$ cat config.mk
export PLATFORM = sky130hd
export DESIGN_NAME = host_channel_router
export DESIGN_NICKNAME = d
export VERILOG_FILES = /design/src/rtl/host_channel_router.sv
export SDC_FILE = /design/constraint.sdc
export NUM_CORES = 1
export LEC_CHECK = 0
export CORE_MARGIN = 2
export CORE_UTILIZATION = 40
export DETAILED_ROUTE_END_ITERATION = 16
export PLACE_DENSITY = 0.81
export SLEW_MARGIN = 20
export SYNTH_ARGS = -nofsm -noshare
export SYNTH_HDL_FRONTEND = slang
export SYNTH_SLANG_ARGS = --single-unit
$ cat constraint.sdc
create_clock -name clk -period 5.7 [get_ports clk]
set_input_delay 1.71 -clock clk [delete_from_list [all_inputs] [get_ports clk]]
set_output_delay 1.71 -clock clk [all_outputs]
set_load 0.05 [all_outputs]
$ cat src/rtl/host_channel_router.sv
// host_channel_router
//   Routes host-to-fabric items from a small input FIFO to one of NUM_CLIENTS
//   request-manager clients, and returns the selected client's responses to
//   the host. In IDLE the head item's command (the whole item word, unsigned)
//   picks the route: [CMD_LO, CMD_HI] goes to client 0 and anything else is
//   dropped and counted. A client raising cl_lock_i takes exclusive ownership
//   (LOCKED) until it drops its own lock bit.
//
//   Configuration macro: HOST_IF_OUT_REG_EN
//     defined   - return path goes through a one-entry output register
//     undefined - return path is a combinational mux
//
//   Ports
//     clk, reset                      clock, async active-high reset
//     item_data_i/item_valid_i        host item in; item_avail_o = can accept
//     item_data_o/item_valid_o        item back to host; item_avail_i = host ready
//     cl_item_data_o/cl_item_valid_o  items to each client; cl_item_avail_i = client ready
//     cl_item_data_i/cl_item_valid_i  client responses; cl_item_avail_o = return ready
//     cl_lock_i                       per-client exclusive-ownership request
//     owner_o, locked_o               selected client, LOCKED state
//     conflict_o                      sticky: more than one lock bit seen at once
//     drop_count_o                    saturating count of dropped items
module host_channel_router #(
  parameter int unsigned ITEM_w        = 32,
  parameter int unsigned NUM_CLIENTS   = 2,
  parameter int unsigned IN_FIFO_DEPTH = 4,
  parameter int unsigned CMD_LO        = 0,
  parameter int unsigned CMD_HI        = 15
) (
  input  logic                                    clk,
  input  logic                                    reset,
  input  logic [ITEM_w-1:0]                       item_data_i,
  input  logic                                    item_valid_i,
  output logic                                    item_avail_o,
  output logic [ITEM_w-1:0]                       item_data_o,
  output logic                                    item_valid_o,
  input  logic                                    item_avail_i,
  output logic [NUM_CLIENTS-1:0][ITEM_w-1:0]      cl_item_data_o,
  output logic [NUM_CLIENTS-1:0]                  cl_item_valid_o,
  input  logic [NUM_CLIENTS-1:0]                  cl_item_avail_i,
  input  logic [NUM_CLIENTS-1:0][ITEM_w-1:0]      cl_item_data_i,
  input  logic [NUM_CLIENTS-1:0]                  cl_item_valid_i,
  output logic [NUM_CLIENTS-1:0]                  cl_item_avail_o,
  input  logic [NUM_CLIENTS-1:0]                  cl_lock_i,
  output logic [$clog2(NUM_CLIENTS)-1:0]          owner_o,
  output logic                                    locked_o,
  output logic                                    conflict_o,
  output logic [15:0]                             drop_count_o
);

  localparam int unsigned OW = $clog2(NUM_CLIENTS);
  localparam int unsigned PW = $clog2(IN_FIFO_DEPTH);
  localparam int unsigned CW = PW + 1;
  localparam logic [ITEM_w-1:0] CMD_LO_W   = ITEM_w'(CMD_LO);
  localparam logic [ITEM_w-1:0] CMD_SPAN_W = ITEM_w'(CMD_HI - CMD_LO);

  typedef enum logic {
    ST_IDLE   = 1'b0,
    ST_LOCKED = 1'b1
  } state_t;

  state_t              state_q;
  logic [OW-1:0]       owner_q;
  logic                conflict_q;
  logic [15:0]         drop_q;
  logic                rdy_q;

  logic [ITEM_w-1:0]   mem [IN_FIFO_DEPTH];
  logic [PW-1:0]       wr_ptr_q;
  logic [PW-1:0]       rd_ptr_q;
  logic [CW-1:0]       count_q;

  logic                empty;
  logic                full;
  logic [ITEM_w-1:0]   head;
  logic                any_lock;
  logic                in_range;
  logic                locked;
  logic                route_vld;
  logic                drop;
  logic                push;
  logic                pop;
  logic [OW-1:0]       lock_idx;
  logic                host_avail;

  assign empty    = (count_q == '0);
  assign full     = (count_q == CW'(IN_FIFO_DEPTH));
  assign head     = mem[rd_ptr_q];
  assign any_lock = |cl_lock_i;
  assign locked   = (state_q == ST_LOCKED);
  // Offset compare: one unsigned test covers both bounds without a ">= 0" term.
  assign in_range = ((head - CMD_LO_W) <= CMD_SPAN_W);

  // Head is offered to the owner when locked, otherwise only in-range commands.
  assign route_vld = !empty && (locked || in_range);
  // Drop only in a settled IDLE cycle; a pending lock request defers decode.
  assign drop      = !empty && !locked && !any_lock && !in_range;

  // rdy_q keeps item_avail_o low until the first edge after reset is released.
  assign item_avail_o = rdy_q && !full;
  assign push         = item_valid_i && item_avail_o;
  assign pop          = (route_vld && cl_item_avail_i[owner_q]) || drop;

  assign owner_o      = owner_q;
  assign locked_o     = locked;
  assign conflict_o   = conflict_q;
  assign drop_count_o = drop_q;

  // Lowest-index requester wins ownership.
  always_comb begin
    lock_idx = '0;
    for (int i = int'(NUM_CLIENTS) - 1; i >= 0; i--) begin
      if (cl_lock_i[i]) lock_idx = OW'(i);
    end
  end

  // Forward path: only the selected client sees the head item.
  always_comb begin
    cl_item_valid_o = '0;
    cl_item_data_o  = '0;
    cl_item_valid_o[owner_q] = route_vld;
    cl_item_data_o[owner_q]  = route_vld ? head : '0;
  end

  // Return-path availability goes to the owner only.
  always_comb begin
    cl_item_avail_o = '0;
    cl_item_avail_o[owner_q] = host_avail;
  end

  // FIFO storage (no reset needed; validity is tracked by count_q).
  always_ff @(posedge clk) begin
    if (push) mem[wr_ptr_q] <= item_data_i;
  end

  // FIFO pointers, FSM, ownership, conflict and drop counter.
  always_ff @(posedge clk or posedge reset) begin
    if (reset) begin
      wr_ptr_q   <= '0;
      rd_ptr_q   <= '0;
      count_q    <= '0;
      rdy_q      <= 1'b0;
      state_q    <= ST_IDLE;
      owner_q    <= '0;
      conflict_q <= 1'b0;
      drop_q     <= '0;
    end else begin
      rdy_q <= 1'b1;

      if (push) wr_ptr_q <= wr_ptr_q + PW'(1);
      if (pop)  rd_ptr_q <= rd_ptr_q + PW'(1);
      case ({push, pop})
        2'b10:   count_q <= count_q + CW'(1);
        2'b01:   count_q <= count_q - CW'(1);
        default: count_q <= count_q;
      endcase

      if (drop && (drop_q != 16'hFFFF)) drop_q <= drop_q + 16'd1;

      if ($countones(cl_lock_i) > 1) conflict_q <= 1'b1;

      case (state_q)
        ST_IDLE: begin
          if (any_lock) begin
            state_q <= ST_LOCKED;
            owner_q <= lock_idx;
          end
        end
        ST_LOCKED: begin
          // Only the owner's own lock bit matters while locked.
          if (!cl_lock_i[owner_q]) begin
            state_q <= ST_IDLE;
            owner_q <= '0;
          end
        end
        default: begin
          state_q <= ST_IDLE;
          owner_q <= '0;
        end
      endcase
    end
  end

`ifdef HOST_IF_OUT_REG_EN
  logic              out_vld_q;
  logic [ITEM_w-1:0] out_data_q;
  logic              ret_take;

  assign host_avail   = rdy_q && (!out_vld_q || item_avail_i);
  assign ret_take     = cl_item_valid_i[owner_q] && host_avail;
  assign item_valid_o = out_vld_q;
  assign item_data_o  = out_data_q;

  // One-entry skid: holds its word until the host takes it.
  always_ff @(posedge clk or posedge reset) begin
    if (reset) begin
      out_vld_q  <= 1'b0;
      out_data_q <= '0;
    end else if (ret_take) begin
      out_vld_q  <= 1'b1;
      out_data_q <= cl_item_data_i[owner_q];
    end else if (item_avail_i) begin
      out_vld_q  <= 1'b0;
    end
  end
`else
  assign host_avail   = rdy_q && item_avail_i;
  assign item_valid_o = rdy_q && cl_item_valid_i[owner_q];
  assign item_data_o  = cl_item_data_i[owner_q];
`endif

endmodule

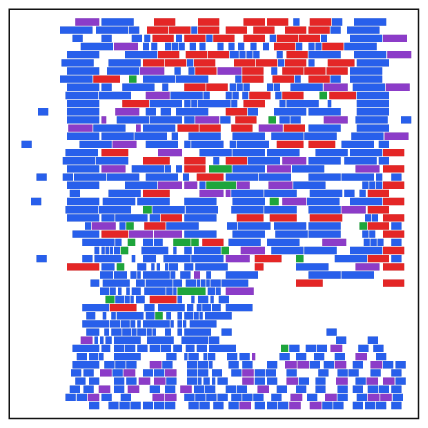
**Above:** run 1 (sizing map).
(3 px per um)
Key: _6 and larger = red [cells 88, share 13%]; _3 and _4 cells = green [cells 20, share 3.0%]; _2 cells = purple [cells 74, share 11%]; _0 and _1 cells = blue [cells 482, share 73%]
area added between synthesis and finish: 53.8%
final worst slack: 276 ps

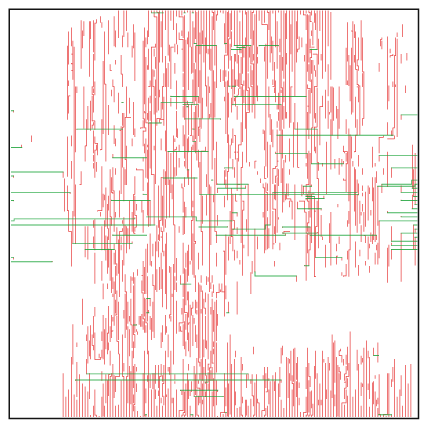
**Above:** run 1 (signal wires by layer).
(3 px per um) Two of the layers only.
Key: metal 3 = green [wire length 994 um]; metal 2 = red [wire length 10000 um]
Detailed Route WL: 19300 um
overall global routing resource usage: 21.5%
average wire per standard cell: 21.7 um
total number of vias: 4598

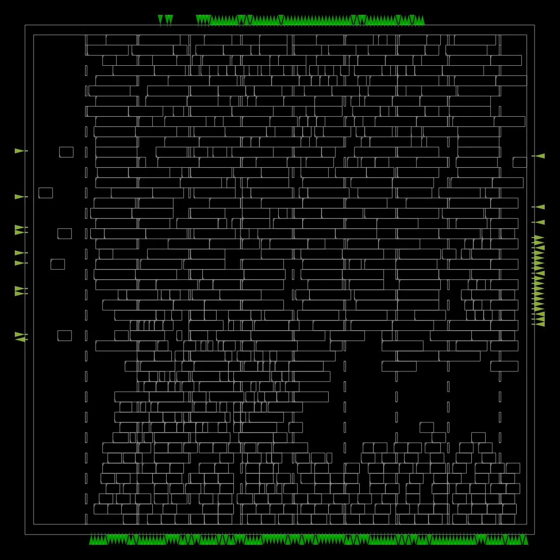
**Above:** run 1 (cell placement).
final standard cell count with taps included and fillers excluded: 889
share of the final layout cell area in sequential cells: 42.2%

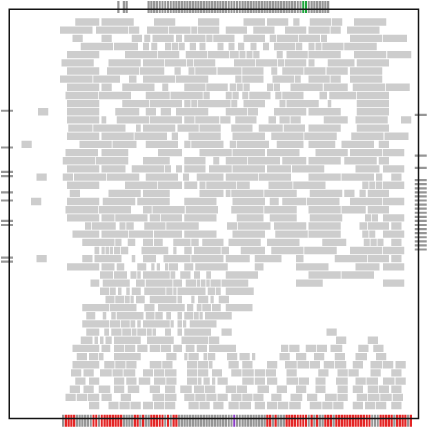
**Above:** run 1 (pin placement).
(3 px per um) Pins as bars across the die edge, other pins in grey.
Key: cl_item_valid_o = green [pins 2, direction output, edge north]; conflict_o = purple [pins 1, direction output, edge south]; cl_item_data_i = red [pins 64, direction input, edge south]
All pins by edge: 127 south, 69 north, 21 east, 10 west.
Die Height: 136 um
Die Wd: 136 um
Port Buffer Count: 226

==> flow_summary.json, run 1 <==
{
  "outcome": "finished clean",
  "syn-num-nets": 532,
  "netlist_top_cells_count": "128 x sky130_fd_sc_hd__edfxtp_1, 38 x sky130_fd_sc_hd__and3_1, 34 x sky130_fd_sc_hd__and2_1, 33 x sky130_fd_sc_hd__mux2_2, 32 x sky130_fd_sc_hd__mux4_2",
  "pg_clk_w": 0.00108,
  "ctsHtreeMaxLevel": 4,
  "timing.critical_path.max_delay_family": "simple AND/OR/NAND/NOR gates",
  "edf_count": 128,
  "inverters": 15,
  "synth_largest_type_area_fraction_pct": 55.2,
  "hp-class": "flip-flop to flip-flop",
  "final_nets": 764,
  "worstHoldPathCells": 1,
  "worst_path_maximum_fanout": 33,
  "use_met1_pct": 28.0,
  "first_pass_iters": 4,
  "post_cts_hold_fix_bufs": 0,
  "powerSeq_w": 0.00148,
  "mappedNetlistArea_mm2": 0.00696,
  "global_route_congestion_overflow_total": 0,
  "seq_power_share_pct": 31.0,
  "leakagePower_nw": 3.98,
  "dpl-instance-area_mm2": 0.0101,
  "yosysMostFrequentCell": "sky130_fd_sc_hd__edfxtp_1",
  "final_util_pct": 62.3,
  "non_clock_buffer_area_share_pct": 28.2,
  "power_leader": "combinational cells",
  "relSlewSlack_pct": 49.0,
  "regMostFlops": "mem",
  "path_common_cell": "sky130_fd_sc_hd__buf_4",
  "met2RoutedLength_um": 10000,
  "synth_simple_gate_area_share_pct": 10.6,
  "ctsResizeCount": 0,
  "rrSetupSlack_ps": 1790,
  "adder_area_share_pct": 1.37,
  "final_report_setup_violation_count": 0,
  "final.signal_buffer_count": 236,
  "clock_cell_area_share_pct": 5.39,
  "grt_pass1_wl_um": 29100,
  "stdcell_area_mm2": 0.0107,
  "syn_area_per_cell_um2": 16.6,
  "layout_top_cells": "160 x sky130_fd_sc_hd__clkdlybuf4s50_1, 128 x sky130_fd_sc_hd__edfxtp_1, 68 x sky130_fd_sc_hd__buf_12",
  "chip_area_mm2": 0.0185,
  "ys_cells": 419,
  "fmax_mhz": 184,
  "via_per_inst": 5.17,
  "r2r.worst_path.cells": 13,
  "tritoncts": "built",
  "clock_latency_ps": 410,
  "root_buffer": "sky130_fd_sc_hd__clkbuf_16",
  "crit-reg2reg-launch": "rd_ptr_q[0]",
  "layout_top_cell_excl_fill_tap": "sky130_fd_sc_hd__clkdlybuf4s50_1",
  "async_flop_share_pct": 17.4,
  "gp_routability_congestion": 1.02,
  "slowest_stage": "sky130_fd_sc_hd__dfrtp_2",
  "layout.clock_buffers": 17,
  "route.met3.wl_um": 993,
  "timing_hold_violations_final": 0,
  "cts_inserted_buffers": 17,
  "area.sequential_mm2": 0.00452,
  "timing.clock.skew_ps": 4.63,
  "power_density_mw_per_mm2": 446,
  "critPathBufInv": 3,
  "maximum_number_of_pins_on_one_net_before_global_route_repair": 40
}
**Run 1: I/O nets highlighted**

(2 px per um)
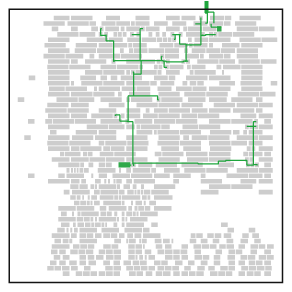

==> run 2: changes to the inputs <==
--- a/config.mk
+++ b/config.mk
@@ -8,7 +8,9 @@
 export CORE_MARGIN = 2
 export CORE_UTILIZATION = 40
 export DETAILED_ROUTE_END_ITERATION = 16
+export GPL_ROUTABILITY_DRIVEN = 0
 export PLACE_DENSITY = 0.81
+export RECOVER_POWER = 25
 export SLEW_MARGIN = 20
 export SYNTH_ARGS = -nofsm -noshare
 export SYNTH_HDL_FRONTEND = slang
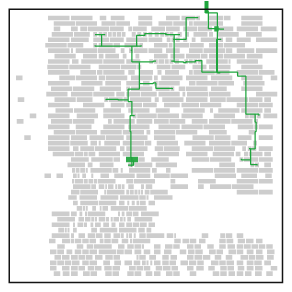
**Above:** run 2 (I/O nets highlighted).
(2 px per um)
Key: cl_item_valid_o = green [direction output, edge north, end cells 2, buffers 3, wire 407 um]
number of ports placed on the die boundary: 227

==> run 2 against run 1 <==
  * Non-clock buffer count unchanged
  * Total power grew 0.52%
  * Sequential share of layout area is 0.055 points lower
  * Sequential power about the same
  * Critical path depth is the same
  * Die size unchanged
  * First-iteration DRC count is 25% higher
  * Largest cell class unchanged
  * Largest power group unchanged
  * Highest routed layer unchanged
==> flow_summary.json, run 2 <==
{
  "outcome": "finished clean",
  "final_cells": 891,
  "maximum_number_of_pins_on_one_net_before_global_route_repair": 40,
  "clock_latency_ps": 420,
  "root_buffer": "sky130_fd_sc_hd__clkbuf_16",
  "worstHoldPathCells": 1,
  "route.met3.wl_um": 1290,
  "netlist_top_cells_count": "128 x sky130_fd_sc_hd__edfxtp_1, 38 x sky130_fd_sc_hd__and3_1, 34 x sky130_fd_sc_hd__and2_1, 33 x sky130_fd_sc_hd__mux2_2, 32 x sky130_fd_sc_hd__mux4_2",
  "powerSeq_w": 0.00148,
  "chip_area_mm2": 0.0185,
  "use_met1_pct": 26.8,
  "crit-reg2reg-launch": "rd_ptr_q[0]",
  "final_util_pct": 62.5,
  "regMostFlops": "mem",
  "placement.io_buffers": 226,
  "final_nets": 764,
  "seq-cell-share_pct": 42.2,
  "slew_viol_final": 0,
  "detail_route.wirelength_um": 19000,
  "power_leader": "combinational cells",
  "seq_power_share_pct": 30.9,
  "yosysMostFrequentCell": "sky130_fd_sc_hd__edfxtp_1",
  "grt_pass1_wl_um": 28400,
  "area_growth_syn_to_layout_pct": 54.1,
  "area.sequential_mm2": 0.00452,
  "dp_slack_ps": 668,
  "non_clock_buffer_area_share_pct": 28.2,
  "cts_inserted_buffers": 17,
  "layout_top_cell_excl_fill_tap": "sky130_fd_sc_hd__clkdlybuf4s50_1",
  "critPathBufInv": 3,
  "ctsResizeCount": 0,
  "ys_cells": 419,
  "inverters": 15,
  "met2RoutedLength_um": 9940,
  "via_per_inst": 5.14,
  "synth_largest_type_area_fraction_pct": 55.2,
  "post_cts_hold_fix_bufs": 0,
  "adder_area_share_pct": 1.37,
  "edf_count": 128,
  "timing.clock.skew_ps": 10.3,
  "die-width_um": 136,
  "first_pass_iters": 4,
  "power_density_mw_per_mm2": 447,
  "detailroute.via_count": 4581,
  "ys_seq_share_pct": 64.9,
  "syn_area_per_cell_um2": 16.6,
  "relSlewSlack_pct": 47.2,
  "drt_iter0_drc": 473,
  "ctsHtreeMaxLevel": 4,
  "final.signal_buffer_count": 236,
  "layout_top_cells": "132 x sky130_fd_sc_hd__clkdlybuf4s50_1, 128 x sky130_fd_sc_hd__edfxtp_1, 68 x sky130_fd_sc_hd__buf_12",
  "layout.clock_buffers": 20,
  "pg_clk_w": 0.00110,
  "setup_total_negative_slack_ps": 0,
  "r2r.worst_path.cells": 13,
  "syn-num-nets": 532,
  "globalRouteTotalUtil_pct": 21.0,
  "hp-class": "flip-flop to flip-flop",
  "average_wire_per_standard_cell_um": 21.3,
  "die_h_um": 136,
  "dpl-instance-area_mm2": 0.0101,
  "stdcell_area_mm2": 0.0107,
  "mappedNetlistArea_mm2": 0.00696,
  "timing_hold_violations_final": 0,
  "path_common_cell": "sky130_fd_sc_hd__buf_4",
  "leakagePower_nw": 3.99,
  "clock_cell_area_share_pct": 5.49,
  "timing.critical_path.max_delay_family": "simple AND/OR/NAND/NOR gates",
  "final_report_setup_violation_count": 0,
  "async_flop_share_pct": 17.4
}
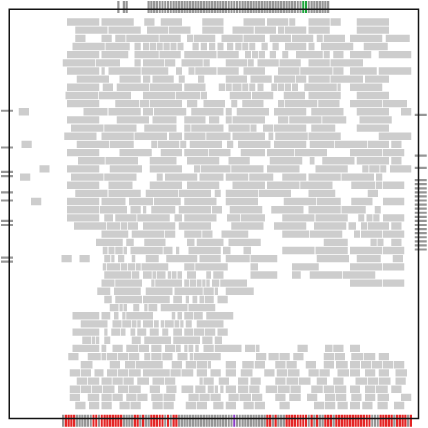
**Above:** run 2 (pin placement).
(3 px per um) Pins as bars across the die edge, other pins in grey.
Key: cl_item_data_i = red [pins 64, direction input, edge south]; cl_item_valid_o = green [pins 2, direction output, edge north]; conflict_o = purple [pins 1, direction output, edge south]
All pins by edge: 127 south, 69 north, 21 east, 10 west.

Power and IR drop assume default switching activity.
